**config.mk**
```make
export PLATFORM = sky130hd
export DESIGN_NAME = button_conditioner
export DESIGN_NICKNAME = d
export VERILOG_FILES = /design/src/rtl/button_conditioner.sv
export SDC_FILE = /design/constraint.sdc
export NUM_CORES = 1
export LEC_CHECK = 0
export CAP_MARGIN = 25
export CORE_ASPECT_RATIO = 1.2
export CORE_UTILIZATION = 50
export DETAILED_ROUTE_END_ITERATION = 10
export GPL_TIMING_DRIVEN = 0
export PLACE_DENSITY_LB_ADDON = 0.08
export RECOVER_POWER = 100
export SYNTH_ARGS = -nofsm -noshare
export SYNTH_HDL_FRONTEND = slang
export SYNTH_SLANG_ARGS = --single-unit
```
**constraint.sdc**
```tcl
create_clock -name clk -period 6.8 [get_ports clk]
set_input_delay 0.68 -clock clk [delete_from_list [all_inputs] [get_ports clk]]
set_output_delay 0.68 -clock clk [all_outputs]
set_load 0.1 [all_outputs]
```
**src/rtl/button_conditioner.sv**
```systemverilog
// Multi-channel button front end: synchronise, polarity-correct and debounce each pin,
// then derive press/release pulses and an auto-repeat pulse stream per channel.
module button_conditioner #(
  parameter int                NUM_CH          = 4,
  parameter int                DEBOUNCE_CYCLES = 1000000,
  parameter int                REPEAT_DELAY    = 25000000,
  parameter int                REPEAT_PERIOD   = 5000000,
  parameter logic [NUM_CH-1:0] ACTIVE_LOW      = {NUM_CH{1'b0}}
) (
  input  logic              clk,
  input  logic              reset,
  input  logic [NUM_CH-1:0] btn_in,
  input  logic [NUM_CH-1:0] repeat_en,
  output logic [NUM_CH-1:0] btn_level,
  output logic [NUM_CH-1:0] btn_rise,
  output logic [NUM_CH-1:0] btn_fall,
  output logic [NUM_CH-1:0] btn_repeat
);

  localparam int REPEAT_MAX = (REPEAT_DELAY > REPEAT_PERIOD) ? REPEAT_DELAY : REPEAT_PERIOD;
  localparam int DW         = $clog2(DEBOUNCE_CYCLES);
  localparam int RW         = $clog2(REPEAT_MAX);

  localparam logic [DW-1:0] DB_LAST    = DW'(DEBOUNCE_CYCLES - 1);
  localparam logic [DW-1:0] DB_ONE     = DW'(1);
  localparam logic [RW-1:0] DELAY_LAST = RW'(REPEAT_DELAY - 1);
  localparam logic [RW-1:0] PERIOD_LAST = RW'(REPEAT_PERIOD - 1);
  localparam logic [RW-1:0] REP_ONE    = RW'(1);

  localparam logic [1:0] RELEASED    = 2'd0;
  localparam logic [1:0] HELD_DELAY  = 2'd1;
  localparam logic [1:0] HELD_REPEAT = 2'd2;

  logic [NUM_CH-1:0] raw;
  assign raw = btn_in ^ ACTIVE_LOW;

  for (genvar i = 0; i < NUM_CH; i++) begin : g_ch
    logic          s1;
    logic          s2;
    logic          level;
    logic          rise;
    logic          fall;
    logic          rep;
    logic [DW-1:0] db_cnt;
    logic [1:0]    state;
    logic [RW-1:0] rep_cnt;
    logic          accept;
    logic          accept_press;
    logic          accept_release;

    // A level change is accepted only after DEBOUNCE_CYCLES consecutive disagreeing samples.
    assign accept         = (s2 != level) && (db_cnt == DB_LAST);
    assign accept_press   = accept && !level;
    assign accept_release = accept && level;

    always_ff @(posedge clk) begin
      if (reset) begin
        s1     <= 1'b0;
        s2     <= 1'b0;
        level  <= 1'b0;
        rise   <= 1'b0;
        fall   <= 1'b0;
        db_cnt <= '0;
      end else begin
        s1   <= raw[i];
        s2   <= s1;
        rise <= accept_press;
        fall <= accept_release;
        if (s2 == level) begin
          db_cnt <= '0;
        end else if (accept) begin
          level  <= ~level;
          db_cnt <= '0;
        end else begin
          db_cnt <= db_cnt + DB_ONE;
        end
      end
    end

    // Release always wins over a coinciding repeat tick; repeat_en only gates the pulse.
    always_ff @(posedge clk) begin
      if (reset) begin
        state   <= RELEASED;
        rep_cnt <= '0;
        rep     <= 1'b0;
      end else begin
        rep <= 1'b0;
        case (state)
          RELEASED: begin
            rep_cnt <= '0;
            if (accept_press) begin
              state <= HELD_DELAY;
              rep   <= 1'b1;
            end else begin
              state <= RELEASED;
            end
          end
          HELD_DELAY: begin
            if (accept_release) begin
              state   <= RELEASED;
              rep_cnt <= '0;
            end else if (rep_cnt == DELAY_LAST) begin
              state   <= HELD_REPEAT;
              rep_cnt <= '0;
              rep     <= repeat_en[i];
            end else begin
              rep_cnt <= rep_cnt + REP_ONE;
            end
          end
          HELD_REPEAT: begin
            if (accept_release) begin
              state   <= RELEASED;
              rep_cnt <= '0;
            end else if (rep_cnt == PERIOD_LAST) begin
              rep_cnt <= '0;
              rep     <= repeat_en[i];
            end else begin
              rep_cnt <= rep_cnt + REP_ONE;
            end
          end
          default: begin
            state   <= RELEASED;
            rep_cnt <= '0;
          end
        endcase
      end
    end

    assign btn_level[i]  = level;
    assign btn_rise[i]   = rise;
    assign btn_fall[i]   = fall;
    assign btn_repeat[i] = rep;
  end

endmodule

```
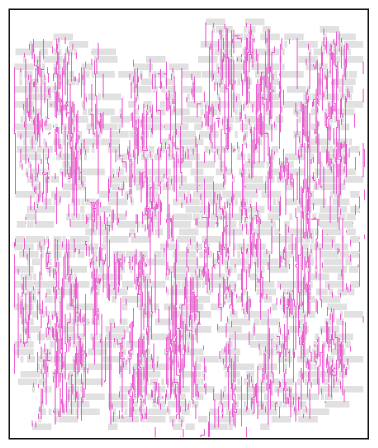
layer_met2.png
share of all routed wire = 49%
wire length on this layer = 9,210 microns
longest straight run = 41.8 microns

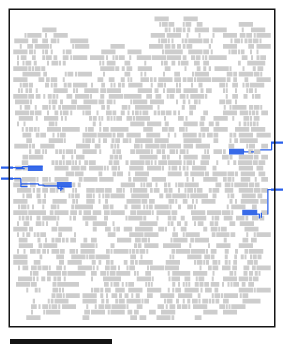
io_fan.png
Bar = 50 microns.
btn_repeat -> blue  # bits 4, direction output, end cells 4, buffers 8, wire 97.0 microns

==> results_slide.txt <==
Run Summary

Outcome
  • Status: finished clean

Worst setup path
  • Reg2Reg Depth: 7
  • Critical-path top delay cell: o211ai_1
  • Worst Setup Start Kind: flip-flop
  • CP Max Fanout: 10
  • CP Capture Point: g_ch[1].rep_cnt[7]

Final layout
  • Top cells excl fill/tap: nor2_1 (217), dfxtp_1 (212), xor2_1 (87)
  • Seq area share: 38.5%
  • Biggest register: g_ch.rep_cnt
  • Seq_cells: 212
  • Non-Filler Instances: about 1,400
  • Nonclk inv count: approximately 42
  • Logic area: 5080 sq um

Logic synthesis
  • Cell area leaders: dfxtp_1 (43%), nor2_1 (8.3%), xor2_1 (7.8%)
  • Mux area share: 0.205%
  • Top logic family: simple AND/OR/NAND/NOR gates
  • Number of synthesized flops with an enable pin: 0
  • Post-Synth Adder-Cell Area: 3.07%
  • Syn Inst Count: 1,116
  • Synth cell count leaders: nor2_1 (217), dfxtp_1 (212), xor2_1 (87)
  • Synth Seq Share: 43.4%
  • Post-Synth Simple-Gate Area: 30.7%

Final timing
  • Fmax: between 300 and 400 MHz
  • Slew Limit Fails: 0
  • Final worst path period need: 3130 ps

GRT
  • GRT Util Overall: 19.5%
  • First-pass GRT wire length: between 30 and 40 mm
  • Met3 Usage GRT: 2.96%
  • Number of global-route vias before repair: 6,988
  • Met1 GRT Util: 24.6%

Routing
  • Top layer in use: met4
  • ANT nets after route: 0
  • Met3 routed WL: about 660 microns
  • Routed length per instance: between 10 and 15 microns
  • Post-Route WL: 18.9 mm
  • Vias: 7,450
  • Initial DRC Count: roughly 280

Clocking
  • Clock-pin slew of the registers on the worst-case setup and hold paths: roughly 60 ps
  • Inserted Clock Buffers: 24
  • Late-Pin Clk Latency: 500 ps

Power
  • Sw Pwr: roughly 500 uW

Place
  • Port bufs: 24
  • Gpl congestion: 0.820
  • Post-detail-place hpwl: 13.5 mm

Floorplanning
  • N_taps: 256
  • IO Pins: 26
  • Die width: 130 microns

Flow run
  • MaxCap Viol Count: 0
Power is estimated from default activity; no workload was simulated.
